<file path="src/rtl/hbridge_sequencer.sv">
// H-bridge gate sequencer: coast/brake, dead-time on start-up and reversal,
// and PWM on the active high-side switch. Every output is a register.
module hbridge_sequencer #(
  parameter int PWM_BITS        = 8,
  parameter int DEADTIME_CYCLES = 16
) (
  input  logic                clk,
  input  logic                reset,
  input  logic                enable,
  input  logic                direction,
  input  logic                brake,
  input  logic [PWM_BITS-1:0] duty,
  output logic                INA,
  output logic                INB,
  output logic                INC,
  output logic                IND,
  output logic                running,
  output logic                active_dir,
  output logic                pwm_sync
);

  localparam logic [PWM_BITS-1:0] CNT_MAX   = '1;
  localparam logic [15:0]         DEAD_LOAD = 16'(DEADTIME_CYCLES - 1);

  typedef enum logic [1:0] {S_OFF, S_DEAD, S_DRIVE} state_t;

  state_t                state_q, state_d;
  logic [PWM_BITS-1:0]   cnt_q, cnt_d;
  logic [PWM_BITS-1:0]   duty_q, duty_d;
  logic [15:0]           dead_q, dead_d;
  logic                  target_q, target_d;
  logic                  active_q, active_d;
  logic [3:0]            gates_q, gates_d;
  logic                  run_q, run_d;
  logic                  sync_q, sync_d;
  logic                  pwm_on;

  // All-ones duty is full on; otherwise high while the counter is below duty.
  function automatic logic pwm_on_f(input logic [PWM_BITS-1:0] c,
                                    input logic [PWM_BITS-1:0] d);
    return (d == CNT_MAX) || (c < d);
  endfunction

  always_ff @(posedge clk or posedge reset) begin
    if (reset) begin
      state_q  <= S_OFF;
      cnt_q    <= '0;
      duty_q   <= '0;
      dead_q   <= '0;
      target_q <= 1'b0;
      active_q <= 1'b0;
      gates_q  <= 4'b0000;
      run_q    <= 1'b0;
      sync_q   <= 1'b0;
    end else begin
      state_q  <= state_d;
      cnt_q    <= cnt_d;
      duty_q   <= duty_d;
      dead_q   <= dead_d;
      target_q <= target_d;
      active_q <= active_d;
      gates_q  <= gates_d;
      run_q    <= run_d;
      sync_q   <= sync_d;
    end
  end

  // Duty is captured on the last count so a new value starts cleanly at cnt==0.
  always_comb begin
    cnt_d  = cnt_q + 1'b1;
    duty_d = (cnt_q == CNT_MAX) ? duty : duty_q;
  end

  always_comb begin
    state_d  = state_q;
    dead_d   = dead_q;
    target_d = target_q;
    active_d = active_q;
    case (state_q)
      S_OFF: begin
        if (enable && !brake) begin
          state_d  = S_DEAD;
          dead_d   = DEAD_LOAD;
          target_d = direction;
        end
      end
      S_DEAD: begin
        if (brake || !enable) begin
          state_d = S_OFF;
        end else if (direction != target_q) begin
          target_d = direction;
          dead_d   = DEAD_LOAD;
        end else if (dead_q == 16'd0) begin
          state_d  = S_DRIVE;
          active_d = target_q;
        end else begin
          dead_d = dead_q - 16'd1;
        end
      end
      S_DRIVE: begin
        if (brake || !enable) begin
          state_d = S_OFF;
        end else if (direction != active_q) begin
          state_d  = S_DEAD;
          dead_d   = DEAD_LOAD;
          target_d = direction;
        end
      end
      default: state_d = S_OFF;
    endcase
  end

  // Outputs are computed from next-state values so they register in step with the FSM.
  always_comb begin
    pwm_on  = pwm_on_f(cnt_d, duty_d);
    gates_d = 4'b0000;
    run_d   = (state_d == S_DRIVE);
    sync_d  = (cnt_d == '0);
    if (state_d == S_DRIVE) begin
      if (active_d) gates_d = {pwm_on, 1'b0, 1'b0, 1'b1};
      else          gates_d = {1'b0, 1'b1, pwm_on, 1'b0};
    end
  end

  assign {INA, INB, INC, IND} = gates_q;
  assign running    = run_q;
  assign active_dir = active_q;
  assign pwm_sync   = sync_q;

endmodule

</file>
<file path="config.mk">
export PLATFORM = sky130hd
export DESIGN_NAME = hbridge_sequencer
export DESIGN_NICKNAME = d
export VERILOG_FILES = /design/src/rtl/hbridge_sequencer.sv
export SDC_FILE = /design/constraint.sdc
export NUM_CORES = 1
export LEC_CHECK = 0
export CORE_ASPECT_RATIO = 1.75
export CORE_MARGIN = 10
export CORE_UTILIZATION = 51
export DETAILED_ROUTE_END_ITERATION = 7
export PLACE_DENSITY = 0.8
export SYNTH_ARGS = -nofsm -noshare
export SYNTH_HDL_FRONTEND = slang
export SYNTH_SLANG_ARGS = --single-unit
</file>
<file path="constraint.sdc">
create_clock -name clk -period 2.65 [get_ports clk]
set_input_delay 0.265 -clock clk [delete_from_list [all_inputs] [get_ports clk]]
set_output_delay 0.265 -clock clk [all_outputs]
set_load 0.03 [all_outputs]
</file>
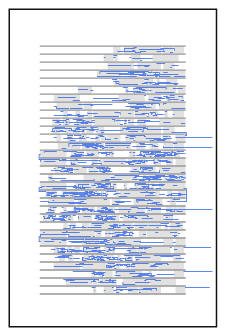
*Signal wires on met1, run 1*
Supply wires on this layer in grey. Cells faint in the background.
267 nets have wire on it. The wires run mostly horizontal.

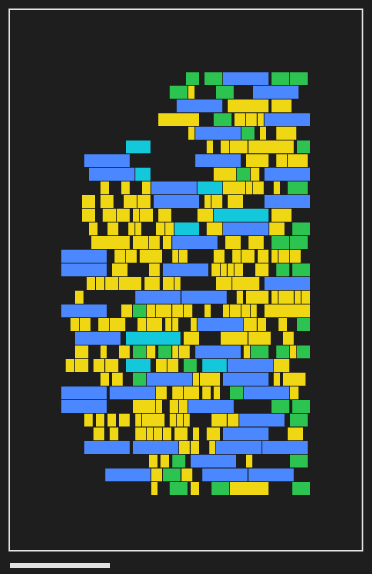
*Cell classes on the final placement, run 1*
Scale bar: 20 um.
clock drivers and dummy loads: marked cyan, cells 8. all other logic: marked yellow, cells 180. flops: marked blue, cells 42. other buffers and delay cells: marked green, cells 35.

==> reports/highlights.md, run 1 <==
• 394 MHz — Max Clock Freq
• 0 ns — TNS Setup
• 110 — number of DRC violations after detailed-routing iteration 0
• input pin to asynchronous set/reset pin — path type of the worst min-delay path
• 0.30 ns — later-pin clock latency in the skew report
• sky130_fd_sc_hd__dfrtp_1 — critical-path cell with the highest stage delay
• 67.1% — final standard cell utilization of the core
• 9.87 um^2 — Avg Synthesized Cell Area
• 365 uV — largest vdd supply drop
• simple AND/OR/NAND/NOR gates — Main logic family
• 326 — total of fill cells in the finished design
• 5 — total clock buffers created by CTS
• flip-flop — critical path startpoint category
• 0 — final setup fails
• 64.5% — Relative slew margins
• sky130_fd_sc_hd__clkbuf_8 — Root Buffer Master
• 20 — count of boundary I/O pins
• 0 — Yosys Warn Count
• 2230 um^2 — chip area from the yosys synthesis statistics
• 0 — Final Hold Viols
• 24.6% — simple-gate area share of the yosys netlist
• 9.02 mm — wire length of the first global-routing pass
• 18.9% — share of cells above drive strength 1
• built — TritonCTS clock tree
• 7 — largest fanout of any net on the critical path
• 226 — number of standard cells after synthesis
• 0.532 ns — worst-margin pin slew
• 0.09 ns — clock-pin slew on the worst setup and hold paths
• 2550 um^2 — cell area after placement
• 2 — maximum clock path buffer count
• 17.7 um — mean routed wirelength per cell
• finished clean — result of the run
• 53.3% — Init Core Util
• 0 — # Max-Cap Violations
• 1.36 mW — Total Power Consumption
• 302 — DP Cell Count
• 4.06 mm — Detailed Place HPWL
• flip-flop — Setup crit end kind
• 0 — Routed Antenna Nets
• 0.00677 ns — Layout Skew
• 43 — unique cell type count in the Yosys netlist
• 0 — antenna violations before repair
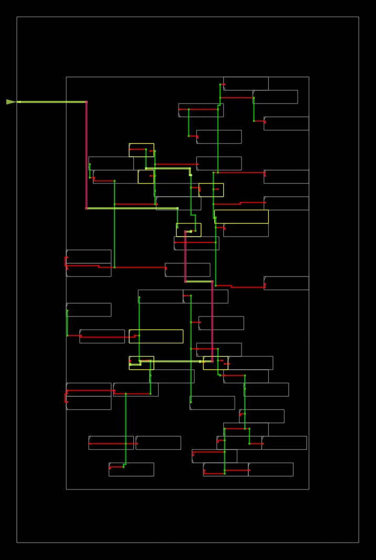
*Clock nets, run 1*
count of clock buffers in the final design: 5
clock sink count: 42

## run 1: worst min-delay path, cell delays in order
cell and delay, ns:
sky130_fd_sc_hd__clkdlybuf4s50_1 0.39, sky130_fd_sc_hd__inv_1 0.05, sky130_fd_sc_hd__buf_4 0.44
## run 1: registers in the layout, summed over array words and instances (netlist names)
name        flops
cnt_q           8
duty_q          8
pwm_sync        1
running         1
target_q        1
active_dir      1
dead_q         16
gates_q         4
state_q         2
## run 1: path summary, 6_finish.rpt
check	from	end	cells after the start	slack, ns
max	cnt_q[1]	gates_q[1]	12	0.11
min	reset	pwm_sync	3	0.39
max reg2reg	cnt_q[1]	gates_q[1]	12	0.11
min reg2reg	duty_q[7]	duty_q[7]	2	0.53
max in group asynchronous	reset	dead_q[2]	3	1.89
min in group clk	duty_q[7]	duty_q[7]	2	0.53
## run 1: per-layer routing
layer / wire length, um / vias to the layer above / share of wire (%) / track usage, %
met5: 0 / - / 0 / 0
met4: 278 / 0 / 5.0 / 9.07
li1: - / 916 / - / -
met1: 2060 / 932 / 37 / 14.2
met3: 163 / 22 / 2.9 / 2.86
met2: 3070 / 39 / 55 / 26.9
## run 1: power breakdown
group | switching (mW) | leakage, nW | internal, mW
clock | 0.232 | 0.0683 | 0.377
combinational | 0.0583 | 0.586 | 0.0369
sequential | 0.00814 | 0.546 | 0.651
## run 1: cell type report
type	count	area (um^2)	share of cell area [%]
Clock buffer	5	68.8	2.45
Clock inverter	3	68.8	2.45
Inverter	14	52.6	1.87
Multi-Input combinational cell	166	1200	42.5
Sequential cell	42	1050	37.4
Tap cell	49	61.3	2.18
Timing Repair Buffer	35	314	11.2
## run 1: cells in the mapped netlist, drive strengths merged
cell type	n	area, um^2
dfrtp	42	1050
nor2	17	68.8
a21oi	16	80.1
inv	14	52.6
nand2	13	48.8
o21ai	13	65.1
nand3	10	50.1
nand4	10	75.1
or4	10	75.1
ha	9	113
nor4	6	52.6
or3	6	37.5
xnor2	6	52.6
a31oi	5	31.3
mux2	5	56.3
nor3	5	25.0
o31ai	5	37.5
nor2b	4	25.0
and4	3	26.3
mux2i	3	30.0
nand2b	3	21.3
or2	3	18.8
buf	2	12.5
clkbuf	2	7.51
xor2	2	17.5
a2111oi	1	8.76
a22oi	1	7.51
a31o	1	8.76
a32oi	1	8.76
and2	1	6.26
and3	1	6.26
nor3b	1	12.5
o211ai	1	7.51
o21a	1	7.51
o221ai	1	8.76
o311ai	1	8.76
o41ai	1	8.76
## run 1: logic make-up (layout without fill, tap and decap cells)
| group | count (synthesis) | count (layout) |
|---|---|---|
| AND-OR/OR-AND | 48 | 48 |
| buffers and inverters | 18 | 57 |
| AND/OR/NAND/NOR | 93 | 93 |
| multiplexers | 8 | 8 |
| flip-flops | 42 | 42 |
| XOR/XNOR | 8 | 8 |
| adder cells (fa/ha/maj) | 9 | 9 |
## run 1: repair_timing
| item | 4_1_cts | 5_1_grt |
|---|---|---|
| endpoints found under the setup margin | 2 | 2 |
| pin swaps | 2 | 3 |
| setup buffers | 0 | 4 |
| resized | 5 | 14 |
==> inputs of run 2 (changes only) <==
ABC_AREA = 0   (was default)
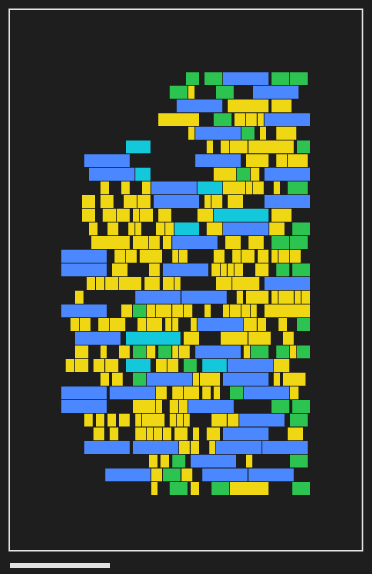
*Cell classes on the final placement, run 2*
Scale bar: 20 um.
all other logic: marked yellow, cells 180. clock drivers and dummy loads: marked cyan, cells 8. other buffers and delay cells: marked green, cells 35. flops: marked blue, cells 42.

==> run 2 against run 1 <==
Cell area unchanged; core utilization unchanged; critical endpoint unchanged; synthesized area unchanged; largest power group unchanged; sequential cell count unchanged; synthesized cell count unchanged; die area unchanged; largest cell class unchanged; clock-buffer cell count unchanged; sequential share of layout area unchanged; via count unchanged.
==> reports/highlights.md, run 2 <==
• 0.09 ns — clock-pin slew on the worst setup and hold paths
• built — TritonCTS clock tree
• 2 — maximum clock path buffer count
• 0 — number of enable-type register cells in the synthesized netlist
• flip-flop — critical path startpoint category
• 43 — unique cell type count in the Yosys netlist
• 0 — Routed Antenna Nets
• 7 — largest fanout of any net on the critical path
• 4.06 mm — Detailed Place HPWL
• 16 — flip-flop count of the largest register, all copies and words added
• 0 — final setup fails
• 64.5% — Relative slew margins
• 110 — number of DRC violations after detailed-routing iteration 0
• 0.11 ns — reg-to-reg setup timing slack
• finished clean — result of the run
• sky130_fd_sc_hd__dfrtp_1, sky130_fd_sc_hd__ha_1, sky130_fd_sc_hd__a21oi_1 — Synth area leaders
• true — RSZ-0062 raised after global routing
• 0.532 ns — worst-margin pin slew
• 1200 um^2 — Comb area
• 20 — count of boundary I/O pins
• 18.9% — share of cells above drive strength 1
• 0.30 ns — later-pin clock latency in the skew report
• dead_q: 16 flops, cnt_q: 8 flops, duty_q: 8 flops — Top Registers
• 42 — clock sink count
• 9.02 mm — wire length of the first global-routing pass
• cnt_q[1] — startpoint of the most critical register-to-register path
• 0 — Yosys Warn Count
• 67.1% — final standard cell utilization of the core
• 226 — number of standard cells after synthesis
• 326 — total of fill cells in the finished design
• 53.3% — Init Core Util
• input pin to asynchronous set/reset pin — path type of the worst min-delay path
• 9.87 um^2 — Avg Synthesized Cell Area
• dead_q — register containing the most flip-flops in the final layout
• 5 — total clock buffers created by CTS
• sky130_fd_sc_hd__dfrtp_1 — Yosys top cell by instances
• sky130_fd_sc_hd__dfrtp_1 — library cell occupying the most area in the post-synthesis netlist
• 2230 um^2 — chip area from the yosys synthesis statistics
• 1050 um^2 — Reg area
• 0 — # Max-Cap Violations
• 7520 um^2 — overall die area
• 0 — antenna violations before repair
• 17.7 um — mean routed wirelength per cell
• 12 — FF-to-FF path depth
• gates_q[1] — endpoint of the lowest-slack register-to-register path
• sky130_fd_sc_hd__dfrtp_1, sky130_fd_sc_hd__a21oi_1, sky130_fd_sc_hd__nor2_1, sky130_fd_sc_hd__inv_1, sky130_fd_sc_hd__nand2_1 — top cells by count
• flip-flop — Setup crit end kind
• 2.85 ns — WP data required
• sky130_fd_sc_hd__clkbuf_8 — Root Buffer Master
• 302 — DP Cell Count
run 2: cell counts after synthesis:
Identical to the previous run, type by type.
run 2: layer usage:
metal,track usage [%],share of wire (%),vias to the layer above
met3,2.86,2.9,22
met5,0,0,-
li1,-,-,916
met2,26.9,55,39
met1,14.2,37,932
met4,9.07,5.0,0
run 2: worst max-delay path by stage:
stage / start / endpoint / slack [ns] / depth (start not counted)
floorplan: cnt_q[0] / gates_q[3] / 0.03 / 11
finish: cnt_q[1] / gates_q[1] / 0.11 / 12
global placement: cnt_q[0] / gates_q[1] / 0.04 / 12
detailed placement: cnt_q[0] / gates_q[3] / -0.11 / 12
global route: cnt_q[0] / gates_q[1] / -0.04 / 12
CTS: cnt_q[0] / gates_q[3] / 0.006 / 12
run 2: kinds of logic (layout without fill, tap and decap cells):
kind of cell               after synthesis  count (layout)  share of synthesized area [%]
AOI/OAI and AO/OA                       48              48                           13.0
xor gates and xnor gates                 8               8                           3.14
adders and majority gates                9               9                           5.05
buffers and inverters                   18              57                           3.25
DFF                                     42              42                           47.1
muxes                                    8               8                           3.87
and+or+nand+nor                         93              93                           24.6
run 2: report_power, final:
part	internal [mW]	total [mW]	switching, mW
logic	0.0369	0.0953	0.0583
clock network	0.377	0.610	0.232
registers	0.651	0.659	0.00814
run 2: cell type report:
cell class,count,area share [%]
Clock buffer,5,2.45
Clock inverter,3,2.45
Inverter,14,1.87
Multi-Input combinational cell,166,42.5
Sequential cell,42,37.4
Tap cell,49,2.18
Timing Repair Buffer,35,11.2
run 2: critical path: stages, from the launching register on:
cell and delay (ns):
sky130_fd_sc_hd__dfrtp_1 0.41, sky130_fd_sc_hd__ha_4 0.15, sky130_fd_sc_hd__nand4_1 0.12, sky130_fd_sc_hd__nor2_2 0.18
sky130_fd_sc_hd__buf_6 0.17, sky130_fd_sc_hd__mux2i_4 0.29, sky130_fd_sc_hd__ha_4 0.24, sky130_fd_sc_hd__o21ai_2 0.15
sky130_fd_sc_hd__a21oi_2 0.08, sky130_fd_sc_hd__o221ai_2 0.20, sky130_fd_sc_hd__a2111oi_2 0.06, sky130_fd_sc_hd__buf_4 0.15
sky130_fd_sc_hd__nor4_1 0.23
run 2: timing repair:
action / CTS / global route
hold buffers: 0 / 0
setup endpoints to repair: 2 / 2
pin swaps: 2 / 3
buffers inserted: 0 / 4
resized: 5 / 14
hold endpoints to repair: 0 / 0
run 2: stage by stage:
step / area [um^2] / setup TNS, ns / total power, mW / worst slack (ns)
5_1_grt: 2810 / -0.0797 / 1.41 / -0.0406
6_report: 2810 / 0 / 1.36 / 0.111
2_1_floorplan: 2230 / 0 / 0.721 / 0.0308
4_1_cts: 2700 / 0 / 1.37 / 0.00595
3_3_place_gp: 2550 / 0 / 0.761 / 0.0400
3_5_place_dp: 2550 / -0.184 / 0.767 / -0.108
Power and IR drop assume default switching activity.
